--- src/rtl/intpol2_d4_pkg.sv ---
// ============================================================================
// Module      : intpol2_d4_pkg
// Description : Shared definitions for the second-order interpolation
//               difference scheduler: FSM state encoding, default widths
//               and the coefficient-width helper.
// Revision    : 1.0 - initial release
// ============================================================================
`default_nettype none

package intpol2_d4_pkg;

  // Default sample width and integer guard bits.
  localparam int DEF_DATAPATH_WIDTH = 32;
  localparam int DEF_N_BITS         = 2;

  // Scheduler states, 3-bit encoding. Codes 6 and 7 are unused.
  typedef enum logic [2:0] {
    ST_IDLE = 3'd0,
    ST_ISS1 = 3'd1,
    ST_ISS2 = 3'd2,
    ST_ISS3 = 3'd3,
    ST_CAP  = 3'd4,
    ST_DONE = 3'd5
  } state_e;

  // Coefficient / subtractor width: sample width plus guard bits.
  function automatic int coef_width(input int dw, input int nb);
    return dw + nb;
  endfunction

endpackage

`default_nettype wire

--- src/rtl/intpol2_d4_diff_sched.sv ---
// ============================================================================
// Module      : intpol2_d4_diff_sched
// Description : Time-shares one external registered subtractor to compute
//               the second-order interpolation coefficients of a sample
//               triplet: c0 = y0, d1 = y1-y0, d2 = (y2-y1)-(y1-y0).
// Revision    : 1.0 - initial release
//
// Build option: INTPOL2_D4_HALF_EN - when defined, d2 is delivered as
//               floor(d2/2) (arithmetic shift), i.e. the Newton coefficient.
//
// Ports:
//   clk, rstn               clock, asynchronous active-low reset
//   in_valid / in_ready     triplet handshake; y0, y1, y2 sampled on accept
//   sub_en, sub_a, sub_b    drive the external subtractor (sub_a - sub_b)
//   sub_c                   registered subtractor result
//   out_valid / out_ready   coefficient handshake; c0, d1, d2 held while valid
//   busy                    high whenever a triplet is in flight
// ============================================================================
`default_nettype none

module intpol2_d4_diff_sched
  import intpol2_d4_pkg::*;
#(
  parameter  int DATAPATH_WIDTH = DEF_DATAPATH_WIDTH,
  parameter  int N_bits         = DEF_N_BITS,
  localparam int W              = coef_width(DATAPATH_WIDTH, N_bits)
) (
  input  logic                             clk,
  input  logic                             rstn,
  input  logic                             in_valid,
  output logic                             in_ready,
  input  logic signed [DATAPATH_WIDTH-1:0] y0,
  input  logic signed [DATAPATH_WIDTH-1:0] y1,
  input  logic signed [DATAPATH_WIDTH-1:0] y2,
  output logic                             sub_en,
  output logic signed [W-1:0]              sub_a,
  output logic signed [W-1:0]              sub_b,
  input  logic signed [W-1:0]              sub_c,
  output logic                             out_valid,
  input  logic                             out_ready,
  output logic signed [W-1:0]              c0,
  output logic signed [W-1:0]              d1,
  output logic signed [W-1:0]              d2,
  output logic                             busy
);

  state_e              state, state_nxt;
  logic signed [W-1:0] y0_r, y1_r, y2_r;
  logic signed [W-1:0] d1_r;
  logic signed [W-1:0] c0_q, d1_q, d2_q;
  logic signed [W-1:0] d2_load;

  // Next-state logic: a fixed three-issue sequence between the handshakes.
  always_comb begin
    state_nxt = state;
    case (state)
      ST_IDLE: if (in_valid)  state_nxt = ST_ISS1;
      ST_ISS1:                state_nxt = ST_ISS2;
      ST_ISS2:                state_nxt = ST_ISS3;
      ST_ISS3:                state_nxt = ST_CAP;
      ST_CAP:                 state_nxt = ST_DONE;
      ST_DONE: if (out_ready) state_nxt = ST_IDLE;
      default:                state_nxt = ST_IDLE;
    endcase
  end

  // Subtractor operand mux. In ISS3 the minuend is the live subtractor
  // output (y2-y1, registered at the end of ISS2); sub_c is a register,
  // so this path is not a combinational loop.
  always_comb begin
    sub_en = 1'b0;
    sub_a  = '0;
    sub_b  = '0;
    case (state)
      ST_ISS1: begin sub_en = 1'b1; sub_a = y1_r;  sub_b = y0_r; end
      ST_ISS2: begin sub_en = 1'b1; sub_a = y2_r;  sub_b = y1_r; end
      ST_ISS3: begin sub_en = 1'b1; sub_a = sub_c; sub_b = d1_r; end
      default: ;
    endcase
  end

  // In CAP, sub_c carries d2 itself, so it is loaded straight into the
  // output register instead of passing through an intermediate stage.
`ifdef INTPOL2_D4_HALF_EN
  assign d2_load = sub_c >>> 1;
`else
  assign d2_load = sub_c;
`endif

  always_ff @(posedge clk or negedge rstn) begin
    if (!rstn) begin
      state <= ST_IDLE;
      y0_r  <= '0;
      y1_r  <= '0;
      y2_r  <= '0;
      d1_r  <= '0;
      c0_q  <= '0;
      d1_q  <= '0;
      d2_q  <= '0;
    end else begin
      state <= state_nxt;
      case (state)
        ST_IDLE: begin
          if (in_valid) begin
            y0_r <= {{N_bits{y0[DATAPATH_WIDTH-1]}}, y0};
            y1_r <= {{N_bits{y1[DATAPATH_WIDTH-1]}}, y1};
            y2_r <= {{N_bits{y2[DATAPATH_WIDTH-1]}}, y2};
          end
        end
        ST_ISS2: d1_r <= sub_c;          // y1 - y0
        ST_CAP: begin
          c0_q <= y0_r;
          d1_q <= d1_r;
          d2_q <= d2_load;
        end
        default: ;
      endcase
    end
  end

  assign in_ready  = (state == ST_IDLE);
  assign out_valid = (state == ST_DONE);
  assign busy      = (state != ST_IDLE);
  assign c0        = c0_q;
  assign d1        = d1_q;
  assign d2        = d2_q;

endmodule

`default_nettype wire

--- config.mk ---
export PLATFORM = sky130hd
export DESIGN_NAME = intpol2_d4_diff_sched
export DESIGN_NICKNAME = d
export VERILOG_FILES = /design/src/rtl/intpol2_d4_pkg.sv /design/src/rtl/intpol2_d4_diff_sched.sv
export SDC_FILE = /design/constraint.sdc
export NUM_CORES = 1
export LEC_CHECK = 0
export ABC_AREA = 0
export CAP_MARGIN = 20
export CORE_MARGIN = 1.5
export CORE_UTILIZATION = 43
export DETAILED_ROUTE_END_ITERATION = 12
export GPL_ROUTABILITY_DRIVEN = 0
export PLACE_DENSITY = 0.89
export SYNTH_ARGS = -nofsm -noshare
export SYNTH_HDL_FRONTEND = slang
export SYNTH_SLANG_ARGS = --single-unit
export TNS_END_PERCENT = 30
--- constraint.sdc ---
create_clock -name clk -period 1.7 [get_ports clk]
set_clock_uncertainty 0.05 [all_clocks]
set_input_delay 0.34 -clock clk [delete_from_list [all_inputs] [get_ports clk]]
set_output_delay 0.34 -clock clk [all_outputs]
set_load 0.05 [all_outputs]
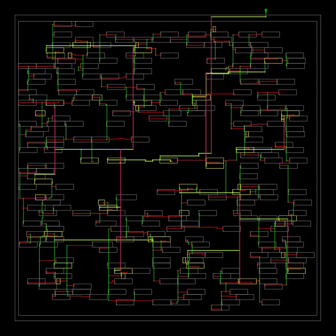
Figure 1: the clock network.
clock sinks: 233
flop count: 233
cts bufs inserted: 26
clkbuf count: 39

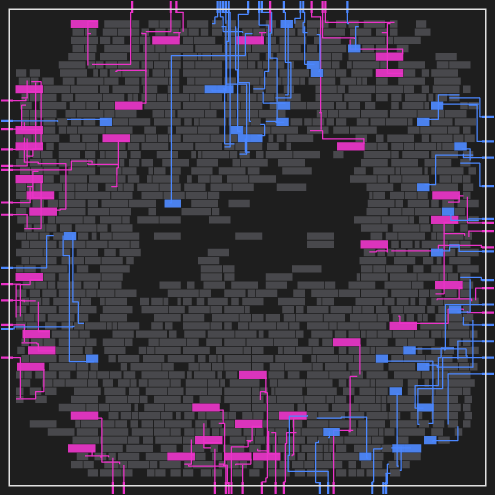
Figure 2: I/O nets highlighted.
Drawn at 3 px/um.
d2 -> magenta  # bits 34, direction output, end cells 34, buffers 34, wire 1210 um
y0 -> blue  # bits 32, direction input, end cells 32, buffers 32, wire 1350 um

==> impl_metrics.toml <==
# yosys + openroad results
[layout]
post-route-cell-area_um2 = 17700
clk_share = 0.0458
inverters = 2
signal_buffers = 425
num-multi-input-gates = 445
logic_area_um2 = 5350
most-common-layout-cells = "dfrtp_1 (230), mux2_2 (173), buf_4 (147)"
seq_area_frac = 0.330

[placement]
dp_hpwl_um = 23200

[drt]
first_pass_iters = 4
viasPerCell = 5.44
wl_met3_um = 2130

[logic_synthesis]
ys_seq_share = 0.562
edf_count = 0
compound_area_frac = 0.0808
yosysCellCount = 746
ys_sh_mux = 0.315

[die]
dieWidth_um = 158
fp-row-count = 56

[run_status]
violations = "setup timing"
outcome = "finished, violations left"

[clock_network]
cts_hold_buf = 1

[timing]
worst_slack_ns = -0.744
setup_viol = 302
slew_headroom = 0.720

[worst_setup_path]
cp.depth = 5

[global_route]
grt_first_pass_wirelength_um = 51500
grt_pass1_vias = 8735
grt_max_degree = 48
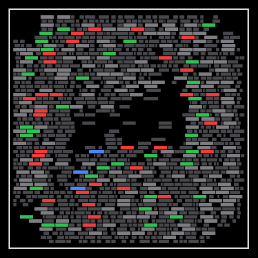
Figure 3: register map, names as in the netlist.
Drawn at 1.5 px/um. Other sequential cells in the stronger grey, the rest of the logic in the fainter grey.
state -> blue  # flops 3
y2_r -> red  # flops 32, where widely spread
d1_r -> green  # flops 34, where widely spread
fin util: 0.752

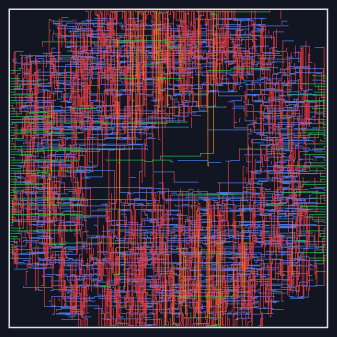
Figure 4: routed metal, one colour a layer.
Drawn at 2 px/um.
met3 -> green  # wire length 2130 um
met4 -> orange  # wire length 1470 um
met1 -> blue  # wire length 13300 um
met2 -> red  # wire length 17600 um
Post-Route WL: 34600 um
Avg WL per Cell: 23.5 um
via count: 8006
Total GRT Usage: 0.272

[cell usage after synthesis, types with 2 or more instances]
master | n | area [um^2]
dfrtp_1 | 233 | 5830
mux2_2 | 190 | 2140
mux2i_1 | 68 | 681
a211oi_1 | 62 | 465
a21oi_1 | 62 | 310
mux2_1 | 40 | 450
buf_2 | 32 | 160
clkbuf_1 | 23 | 86.3
buf_4 | 7 | 52.6
o22ai_1 | 7 | 43.8
buf_1 | 4 | 15.0
nor2_1 | 3 | 11.3
inv_1 | 2 | 7.51
nand2b_1 | 2 | 12.5
nand3b_1 | 2 | 15.0
nor3b_1 | 2 | 15.0
